run_1/layer_met3.png
Scale bar: 50 um.
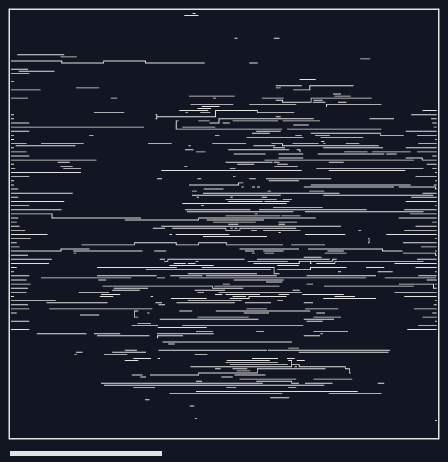
run_1/io_fan.png
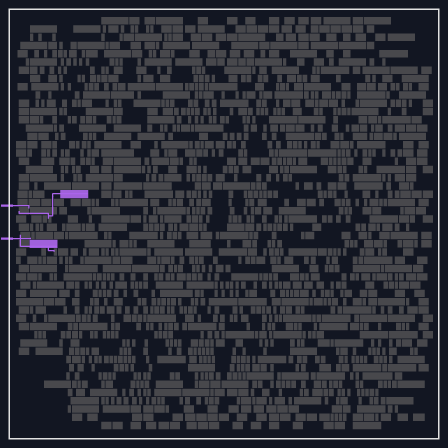
run_1/placement.png
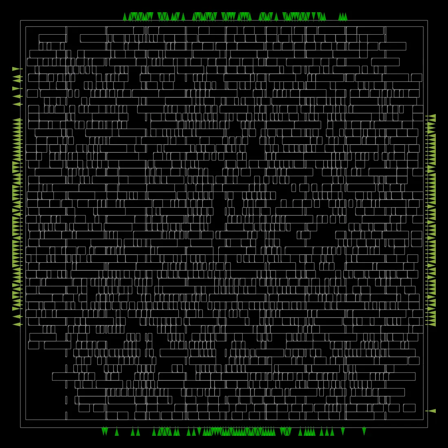
==> config.mk <==
export PLATFORM = sky130hd
export DESIGN_NAME = scr_descr_66b
export DESIGN_NICKNAME = d
export VERILOG_FILES = /design/src/rtl/scr_descr_66b.sv
export SDC_FILE = /design/constraint.sdc
export NUM_CORES = 1
export LEC_CHECK = 0
export ABC_AREA = 1
export CORE_MARGIN = 1.5
export CORE_UTILIZATION = 50
export DETAILED_ROUTE_END_ITERATION = 8
export GPL_TIMING_DRIVEN = 0
export PLACE_DENSITY = 0.8
export SYNTH_ARGS = -nofsm -noshare
export SYNTH_HDL_FRONTEND = slang
export SYNTH_SLANG_ARGS = --single-unit
==> constraint.sdc <==
create_clock -name clk -period 2.9 [get_ports clk]
set_clock_uncertainty 0.1 [all_clocks]
set_input_delay 0.58 -clock clk [delete_from_list [all_inputs] [get_ports clk]]
set_output_delay 0.58 -clock clk [all_outputs]
set_load 0.02 [all_outputs]
==> summary.txt, run 1 <==
yosys + openroad results -> result of the run=completed, final hold violation count=0, antenna violations before repair=0, Crit Path Category=primary input to primary output, clock tree from TritonCTS=done, largest net degree at the start of global routing=79, horizontal die dimension=141 um, share of synthesized cell area in full adder, half adder and majority cells=0.132%, leading cell types by count after synthesis=360 x sky130_fd_sc_hd__nand2_1, 135 x sky130_fd_sc_hd__nand3_1, 123 x sky130_fd_sc_hd__a21oi_1, setup ws final=463 ps, number of hold buffers added after cts=0, combinational power share=32.8%, WL met2=16300 um, switching share of power=35.5%, fraction of synthesized cell area taken by the top area cell type=23.7%, final setup fails=0, post-CTS setup buffer count=0, maximum root-to-sink buffer count=2, total of warnings raised by yosys=0, Post-Synthesis Mean Instance Area=7.36 um^2, Worst Tran Pin Value=788 ps, most frequently placed logic cells in the final layout=360 x sky130_fd_sc_hd__nand2_1, 223 x sky130_fd_sc_hd__clkdlybuf4s50_1, 135 x sky130_fd_sc_hd__nand3_1
Notes on layer_met3.png above:
main direction	horizontal
wire length on this layer	4630 um
nets with wire on the layer	305
share of all routed wire	12%
post-detailed-routing wire length: 37100 um
via count: 10300

Notes on io_fan.png above:
colour	port	bits	direction	edge	end cells	buffers	wire
purple	head_o	2	output	west	2	2	64.4 um
Boundary Pins: 229
number of buffer cells added on primary ports: 224

Notes on placement.png above:
count of standard-cell rows: 50
tap cell count: 234

-- run 1: worst max-delay path, cell delays in order --
cell and delay, ps:
sky130_fd_sc_hd__clkdlybuf4s50_1 450, sky130_fd_sc_hd__inv_1 60, sky130_fd_sc_hd__nand2_4 70, sky130_fd_sc_hd__clkdlybuf4s50_1 600
-- run 1: cell type report --
class	instances	area, um^2
Buffer	68	350
Clock buffer	21	460
Clock inverter	11	129
Fill cell	1597	6050
Inverter	104	395
Multi-Input combinational cell	972	4980
Sequential cell	148	3780
Tap cell	234	293
Timing Repair Buffer	225	2270
-- run 1: routing by layer --
| metal | GRT usage [%] | up-vias |
|---|---|---|
| li1 | - | 4700 |
| met1 | 50.5 | 4836 |
| met2 | 57.8 | 677 |
| met3 | 9.21 | 102 |
| met4 | 16.5 | 0 |
| met5 | 0 | - |
==> inputs of run 2 (changes only) <==
Clock period 2.9 ns to 2.55 ns, I/O delays scaled along.
run_2/placement.png
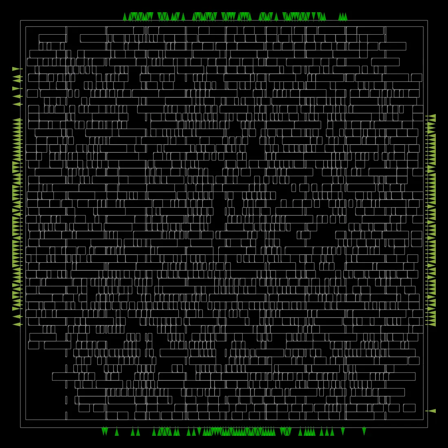
utilization after layout: 67.7%
core region area: 0.0187 mm^2
register fraction of the total cell area: 29.8%
number of flip-flops and latches: 148

run_2/layer_met3.png
Scale bar: 50 um.
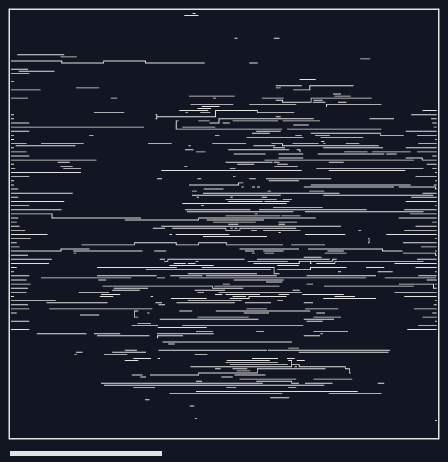
share of all routed wire	12%
wire length on this layer	4630 um
met3 usage: 9.21%

==> run 2 against run 1 <==
- the run now ends with negative hold slack left
- count of clock-buffer cells in the layout did not move
- synthesized cell count did not move
- worst setup slack got worse by 210 ps
- global-route usage did not move
- via count did not move
- sequential power rose by 14%
- clock power rose by 14%
==> summary.txt, run 2 <==
yosys + openroad results -> via count=10300 (unchanged), count of standard-cell rows=50 (unchanged), worst hold slack after final layout=-27.6 ps (was 42.4 ps), setup ws final=253 ps (was 463 ps), antenna violations before repair=0 (unchanged), Worst Tran Pin Value=788 ps (unchanged), number of hold buffers added after cts=0 (unchanged), Crit Path Category=primary input to primary output (unchanged), leading cell types by count after synthesis=360 x sky130_fd_sc_hd__nand2_1, 135 x sky130_fd_sc_hd__nand3_1, 123 x sky130_fd_sc_hd__a21oi_1 (unchanged), fraction of synthesized cell area taken by the top area cell type=23.7% (unchanged), clock tree from TritonCTS=done (unchanged), result of the run=finished, violations left (was completed), CP required=1940 ps (was 2220 ps), share of synthesized registers carrying an async set or reset=100% (unchanged), Post-Synthesis Mean Instance Area=7.36 um^2 (unchanged), clock latency on the worst-skew pair=430 ps (about the same), fill cell count=1597 (unchanged), largest net degree at the start of global routing=79 (unchanged), horizontal die dimension=141 um (unchanged), final hold violation count=4 (was 0), Boundary Pins=229 (unchanged), total count of max-transition violations in the final report=0 (unchanged), cell taking the most area after synthesis=sky130_fd_sc_hd__dfrtp_1 (unchanged), wire length of the first global-routing pass=55400 um (unchanged), post-detailed-routing wire length=37100 um (unchanged), total of warnings raised by yosys=0 (unchanged), delay of the slowest critical-path stage=600 ps (about the same), violated checks=negative hold slack, global routing's busiest layer=met2 (unchanged), cell depth of the worst setup path=4 (unchanged), maximum root-to-sink buffer count=2 (unchanged), final setup fails=0 (unchanged), crit-path cells=clkdlybuf4s50_1, inv_1, nand2_4, clkdlybuf4s50_1 (unchanged), kind of cell adding the most delay to the critical path=buffers and inverters (unchanged)
run 2: cell counts in the layout (fill, tap and decap cells not counted):
No cell type changed its count.
run 2: final cells by class:
class	count	area [um^2]	share of cell area (%)
Clock inverter	11	129	1.02
Tap cell	234	293	2.31
Buffer	68	350	2.77
Inverter	104	395	3.12
Clock buffer	21	460	3.64
Sequential cell	148	3780	29.8
Multi-Input combinational cell	972	4980	39.4
Timing Repair Buffer	225	2270	17.9
run 2: report_power, final:
group	switching [mW]	internal (mW)	total [mW]
Combinational	1.61	1.15	2.76
Clock	1.08	1.50	2.58
Sequential	0.295	2.78	3.07
Total	2.99	5.43	8.41
run 2: metal layers:
layer	vias to the layer above	wire (um)
li1	4700	-
met1	4836	14700
met2	677	16300
met3	102	4630
met4	0	1560
met5	-	0
Power is estimated from default activity; no workload was simulated.
